$ cat config.mk
export PLATFORM = sky130hd
export DESIGN_NAME = pip_hazard_ctrl
export DESIGN_NICKNAME = d
export VERILOG_FILES = /design/src/rtl/pip_pkg.sv /design/src/rtl/pip_fwd_sel.sv /design/src/rtl/pip_hazard_ctrl.sv
export SDC_FILE = /design/constraint.sdc
export NUM_CORES = 1
export LEC_CHECK = 0
export CAP_MARGIN = 30
export CORE_UTILIZATION = 47
export DETAILED_ROUTE_END_ITERATION = 7
export PLACE_DENSITY = 0.91
export SYNTH_ARGS = -nofsm -noshare
export SYNTH_HDL_FRONTEND = slang
export SYNTH_HIERARCHICAL = 1
export SYNTH_SLANG_ARGS = --single-unit
$ cat constraint.sdc
create_clock -name i_clk -period 2.5 [get_ports i_clk]
set_clock_uncertainty 0.05 [all_clocks]
set_input_delay 0.25 -clock i_clk [delete_from_list [all_inputs] [get_ports i_clk]]
set_output_delay 0.25 -clock i_clk [all_outputs]
set_load 0.05 [all_outputs]
$ cat src/rtl/pip_pkg.sv
// Shared definitions for the pipeline hazard/forwarding controller:
// operand-select encodings, hazard state encoding and default address width.
package pip_pkg;

   localparam int REG_AW = 5;

   localparam logic [1:0] FWD_REG = 2'b00;
   localparam logic [1:0] FWD_WB  = 2'b01;
   localparam logic [1:0] FWD_MEM = 2'b10;

   typedef enum logic [1:0] {
      ST_RUN      = 2'd0,
      ST_LD_STALL = 2'd1,
      ST_MEM_WAIT = 2'd2
   } hz_state_t;

endpackage

$ cat src/rtl/pip_fwd_sel.sv
// Single-operand forward selector: picks EX/MEM, MEM/WB or the register file
// for one EX-stage source operand. The younger EX/MEM result wins.
module pip_fwd_sel
   import pip_pkg::*;
#(
   parameter int AW = REG_AW
) (
   input  logic          i_rs_read,
   input  logic [AW-1:0] i_rs_ad,
   input  logic          i_mem_rdEn,
   input  logic [AW-1:0] i_mem_rd,
   input  logic          i_wb_rdEn,
   input  logic [AW-1:0] i_wb_rd,
   output logic [1:0]    o_fwd
);

   logic w_mem_hit;
   logic w_wb_hit;

   // x0 is hard-wired zero, so a write to it never produces a forward.
   assign w_mem_hit = i_rs_read & i_mem_rdEn & (i_mem_rd != '0) & (i_mem_rd == i_rs_ad);
   assign w_wb_hit  = i_rs_read & i_wb_rdEn  & (i_wb_rd  != '0) & (i_wb_rd  == i_rs_ad);

   always_comb begin
      o_fwd = FWD_REG;
      if (w_mem_hit) begin
         o_fwd = FWD_MEM;
      end else if (w_wb_hit) begin
         o_fwd = FWD_WB;
      end
   end

endmodule

$ cat src/rtl/pip_hazard_ctrl.sv
// Hazard and forwarding controller: load-use stalls, taken-branch squash,
// data-memory wait freezes and EX-stage operand forwarding selects.
//
// state       | meaning
// ST_RUN      | normal flow, no hazard pending
// ST_LD_STALL | one-cycle load-use bubble is in EX
// ST_MEM_WAIT | MEM access outstanding, whole pipeline frozen
module pip_hazard_ctrl #(
   parameter int REG_AW = pip_pkg::REG_AW,
   parameter int CNT_W  = 16
) (
   input  logic              i_clk,
   input  logic              i_rst,
   input  logic              i_id_valid,
   input  logic [REG_AW-1:0] i_id_rs1_ad,
   input  logic [REG_AW-1:0] i_id_rs2_ad,
   input  logic              i_id_rs1_read,
   input  logic              i_id_rs2_read,
   input  logic [REG_AW-1:0] i_ex_rs1_ad_p,
   input  logic [REG_AW-1:0] i_ex_rs2_ad_p,
   input  logic [REG_AW-1:0] i_ex_rd_ad_p,
   input  logic              i_ex_rs1_read_p,
   input  logic              i_ex_rs2_read_p,
   input  logic              i_ex_rdEn_p,
   input  logic              i_ex_DMread_p,
   input  logic              i_mem_dm_access,
   input  logic              i_dm_ready,
   input  logic              i_branch_taken,
   output logic              o_pc_en,
   output logic              o_ifid_en,
   output logic              o_ifid_flush,
   output logic              o_idex_en,
   output logic              o_idex_bubble,
   output logic              o_exmem_en,
   output logic [1:0]        o_fwd_a,
   output logic [1:0]        o_fwd_b,
   output logic [CNT_W-1:0]  o_stall_cnt,
   output logic [CNT_W-1:0]  o_flush_cnt
);

   import pip_pkg::*;

   localparam logic [CNT_W-1:0] CNT_ONE = {{(CNT_W-1){1'b0}}, 1'b1};

   hz_state_t         r_state;
   hz_state_t         w_next;
   logic [REG_AW-1:0] r_mem_rd;
   logic [REG_AW-1:0] r_wb_rd;
   logic              r_mem_rdEn;
   logic              r_wb_rdEn;
   logic [CNT_W-1:0]  r_stall_cnt;
   logic [CNT_W-1:0]  r_flush_cnt;

   logic w_lu;
   logic w_freeze;
   logic w_pc_en;
   logic w_ifid_en;
   logic w_ifid_flush;
   logic w_idex_en;
   logic w_idex_bubble;
   logic w_exmem_en;
   logic w_stall_inc;
   logic w_flush_inc;

   assign w_lu = i_ex_DMread_p & i_ex_rdEn_p & (i_ex_rd_ad_p != '0) & i_id_valid &
                 ((i_id_rs1_read & (i_id_rs1_ad == i_ex_rd_ad_p)) |
                  (i_id_rs2_read & (i_id_rs2_ad == i_ex_rd_ad_p)));

   // Once frozen, only dm_ready releases the pipeline.
   assign w_freeze = (r_state == ST_MEM_WAIT) ? !i_dm_ready
                                              : (i_mem_dm_access & !i_dm_ready);

   always_comb begin
      w_pc_en       = 1'b1;
      w_ifid_en     = 1'b1;
      w_ifid_flush  = 1'b0;
      w_idex_en     = 1'b1;
      w_idex_bubble = 1'b0;
      w_exmem_en    = 1'b1;
      w_stall_inc   = 1'b0;
      w_flush_inc   = 1'b0;
      w_next        = ST_RUN;
      if (!i_rst) begin
         if (w_freeze) begin
            w_pc_en    = 1'b0;
            w_ifid_en  = 1'b0;
            w_idex_en  = 1'b0;
            w_exmem_en = 1'b0;
            w_next     = ST_MEM_WAIT;
         end else if (i_branch_taken) begin
            // The dependent decode instruction is squashed, so a load-use is moot.
            w_ifid_flush  = 1'b1;
            w_idex_bubble = 1'b1;
            w_flush_inc   = 1'b1;
         end else if (w_lu) begin
            w_pc_en       = 1'b0;
            w_ifid_en     = 1'b0;
            w_idex_bubble = 1'b1;
            w_stall_inc   = 1'b1;
            w_next        = ST_LD_STALL;
         end
      end
   end

   always_ff @(posedge i_clk or posedge i_rst) begin
      if (i_rst) begin
         r_state <= ST_RUN;
      end else begin
         r_state <= w_next;
      end
   end

   always_ff @(posedge i_clk or posedge i_rst) begin
      if (i_rst) begin
         r_mem_rd   <= '0;
         r_mem_rdEn <= 1'b0;
         r_wb_rd    <= '0;
         r_wb_rdEn  <= 1'b0;
      end else if (w_exmem_en) begin
         r_mem_rd   <= i_ex_rd_ad_p;
         r_mem_rdEn <= i_ex_rdEn_p;
         r_wb_rd    <= r_mem_rd;
         r_wb_rdEn  <= r_mem_rdEn;
      end
   end

   always_ff @(posedge i_clk or posedge i_rst) begin
      if (i_rst) begin
         r_stall_cnt <= '0;
         r_flush_cnt <= '0;
      end else begin
         if (w_stall_inc && (r_stall_cnt != '1)) begin
            r_stall_cnt <= r_stall_cnt + CNT_ONE;
         end
         if (w_flush_inc && (r_flush_cnt != '1)) begin
            r_flush_cnt <= r_flush_cnt + CNT_ONE;
         end
      end
   end

   pip_fwd_sel #(.AW(REG_AW)) u_fwd_a (
      .i_rs_read  (i_ex_rs1_read_p),
      .i_rs_ad    (i_ex_rs1_ad_p),
      .i_mem_rdEn (r_mem_rdEn),
      .i_mem_rd   (r_mem_rd),
      .i_wb_rdEn  (r_wb_rdEn),
      .i_wb_rd    (r_wb_rd),
      .o_fwd      (o_fwd_a)
   );

   pip_fwd_sel #(.AW(REG_AW)) u_fwd_b (
      .i_rs_read  (i_ex_rs2_read_p),
      .i_rs_ad    (i_ex_rs2_ad_p),
      .i_mem_rdEn (r_mem_rdEn),
      .i_mem_rd   (r_mem_rd),
      .i_wb_rdEn  (r_wb_rdEn),
      .i_wb_rd    (r_wb_rd),
      .o_fwd      (o_fwd_b)
   );

   assign o_pc_en       = w_pc_en;
   assign o_ifid_en     = w_ifid_en;
   assign o_ifid_flush  = w_ifid_flush;
   assign o_idex_en     = w_idex_en;
   assign o_idex_bubble = w_idex_bubble;
   assign o_exmem_en    = w_exmem_en;
   assign o_stall_cnt   = r_stall_cnt;
   assign o_flush_cnt   = r_flush_cnt;

endmodule

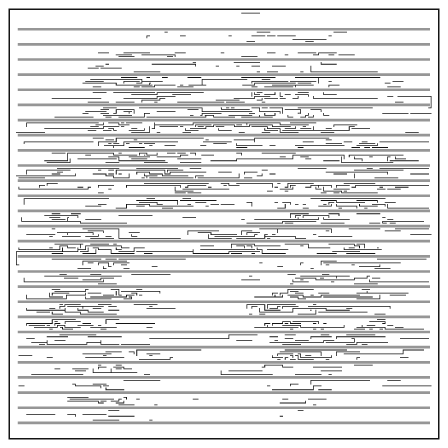
(M1 wires)
Supply wires on this layer in gray.
wire length on this layer: 2,770 um
main direction: horizontal
longest straight run: 15.6 um
DR vias: 2,307
Routed Wire Length: 6.58 mm
met1 routing resource usage after global routing: 0.292

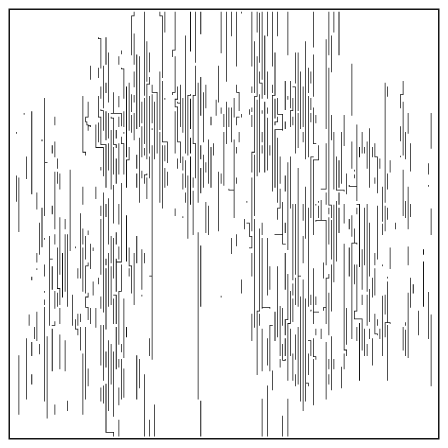
(met2 routing)
nets with wire on the layer: 347
longest straight run: 38.4 um
main direction: vertical
met2 track demand over resource in global routing: 0.394

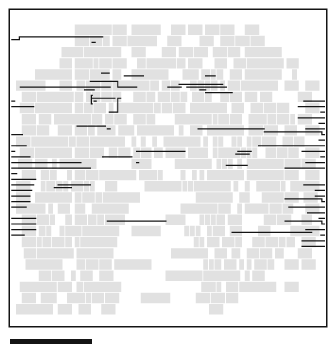
(met3 routing)
Bar = 20 um.
main direction: horizontal
wire length on this layer: 454 um
share of all routed wire: 6.9%
global-route track usage on met3: 0.0488

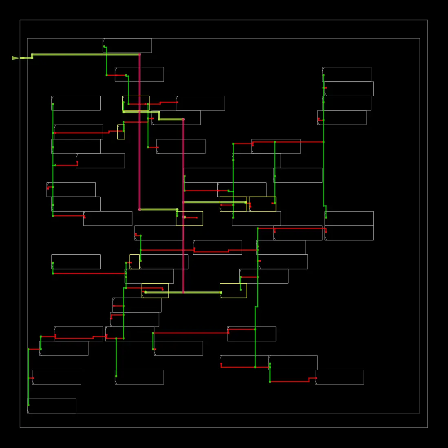
(clock routing)
clock-net power: 465 uW
total number of sequential cells: 46
number of buffers added by the clock tree synthesis step: 5
Clock Buffer Count: 7

==> final timing paths <==
check	startpoint	end	slack [ns]	depth (start not counted)
worst max-delay path	i_ex_rd_ad_p[0]	o_ifid_en	0.12	6
worst min-delay path	i_rst	o_flush_cnt[7]	0.44	2
worst max register to register	r_state[1]	o_stall_cnt[14]	0.59	5
worst min register to register	o_flush_cnt[11]	o_flush_cnt[11]	0.45	1
max in group asynchronous	i_rst	o_stall_cnt[1]	1.44	3
min in group i_clk	o_flush_cnt[11]	o_flush_cnt[11]	0.45	1
==> layout make-up <==
type	count	area share
Clock buffer	7	0.0233
Clock inverter	1	0.00135
Inverter	9	0.00911
Multi-Input combinational cell	201	0.376
Sequential cell	46	0.310
Tap cell	70	0.0236
Timing Repair Buffer	89	0.256
==> out/qor.json <==
{
  "status": {
    "result_of_the_run": "finished, final reports clean"
  },
  "flow_run": {
    "openroad.warnings": 26,
    "max_cap_viol_count": 0
  },
  "sta": {
    "grt_setup_unrepaired": "no",
    "final.period_utilization": 0.954,
    "slew_violations": 0,
    "setup_ws_ns": 0.116,
    "clock.fmax_mhz": 419,
    "finalCriticalPeriod_ns": 2.38,
    "finalHoldViolations": 0,
    "timing.final.setup_violations": 0,
    "min_hold_slack_ns": 0.437
  },
  "logic_synthesis": {
    "top_cells_by_area": "dfrtp_1 44%, xnor2_1 15%, nand2_1 6.3%, nand4_1 3.8%, xor2_1 3.3%",
    "synth.logic.top_family": "simple AND/OR/NAND/NOR gates",
    "synth_simple_gate_area_share": 0.257,
    "synth.yosys.warnings": 6,
    "synthXorXnorAreaFrac": 0.186,
    "yosys.area.top_type": "dfrtp_1",
    "synthesis.instances": 266,
    "ys_sh_mux": 0.00997,
    "yosys_most_used_dff": "dfrtp_1",
    "enable_flop_cells": 0,
    "top_cells_by_count": "46 x dfrtp_1, 46 x xnor2_1, 44 x nand2_1, 16 x nand3_1, 16 x nand4_1",
    "synth_largest_type_area_fraction": 0.437,
    "synth-async-reset-ratio": 1.00,
    "synth_flop_count": 46,
    "yosys_area_um2": 2640
  },
  "route": {
    "tally_of_nets_with_antenna_violations_remaining_after_routing": 0,
    "topRoutingLayerUsed": "met4",
    "met2_length_mm": 3.27,
    "drt_pass1_iterations": 4,
    "met3WireLength_um": 454
  },
  "setup_path": {
    "timing.critical_path.max_delay_family": "simple AND/OR/NAND/NOR gates",
    "worst-endpoint-required_ns": 2.20,
    "endpoint_kind": "primary output",
    "criticalPathCategory": "input port to primary output",
    "cpMaxStageDelayCell": "or4_4",
    "setup_crit_start_kind": "input port",
    "cp_num_buf_inv": 2,
    "cp_cell_sequence": "clkdlybuf4s50_1 > or4_4 > o2111a_1 > nand2_1 > o31a_1 > buf_12",
    "cpPeakStageDelay_ns": 0.56,
    "crit_arrival_ns": 2.08
  },
  "global_routing": {
    "global_route_wire_length_before_repair_mm": 10.9,
    "total_grt_overflow": 0,
    "pin_count_of_the_biggest_net_entering_global_routing": 31,
    "grt.busiest_layer": "met2"
  },
  "placement": {
    "placed_cells": 415,
    "placed_cell_area_um2": 3610,
    "post_detail_place_hpwl_mm": 4.99
  },
  "cts": {
    "cts_num_sinks": 46,
    "clk_transition_reported_paths_ns": 0.09,
    "cts_max_level": 2,
    "clk-insertion-delay-late_ns": 0.30,
    "post_cts.resized_instances": 0,
    "cts.hold.buffers_added": 0,
    "tritoncts_clock_tree": "built"
  },
  "pwr": {
    "power.leakage_uw": 0.00156,
    "power.ir.vdd_worst_mv": 0.614,
    "p_sw_frac": 0.333,
    "finalPower_uw": 1900,
    "seq_power_share": 0.462,
    "power-top-group": "sequential cells"
  },
  "floorplan": {
    "chip_area_um2": 5910,
    "io-pin-count": 79,
    "die_w_um": 76.9,
    "fp-row-count": 26,
    "die.size.y_um": 76.9,
    "initCoreUtil": 0.503
  },
  "finish": {
    "synthToLayoutAreaGrowth_pct": 40.7,
    "final_core_utilization": 0.708,
    "final_cell_area_um2": 3710,
    "fillCellCount": 378,
    "final_layout_top_logic_cell": "clkdlybuf4s50_1",
    "drive_gt1_frac": 0.125,
    "final_nets": 391,
    "antennaDiodeCount": 0
  },
  "min_path": {
    "hold_path_class": "input port to asynchronous set/reset pin"
  }
}
Power and IR drop assume default switching activity.
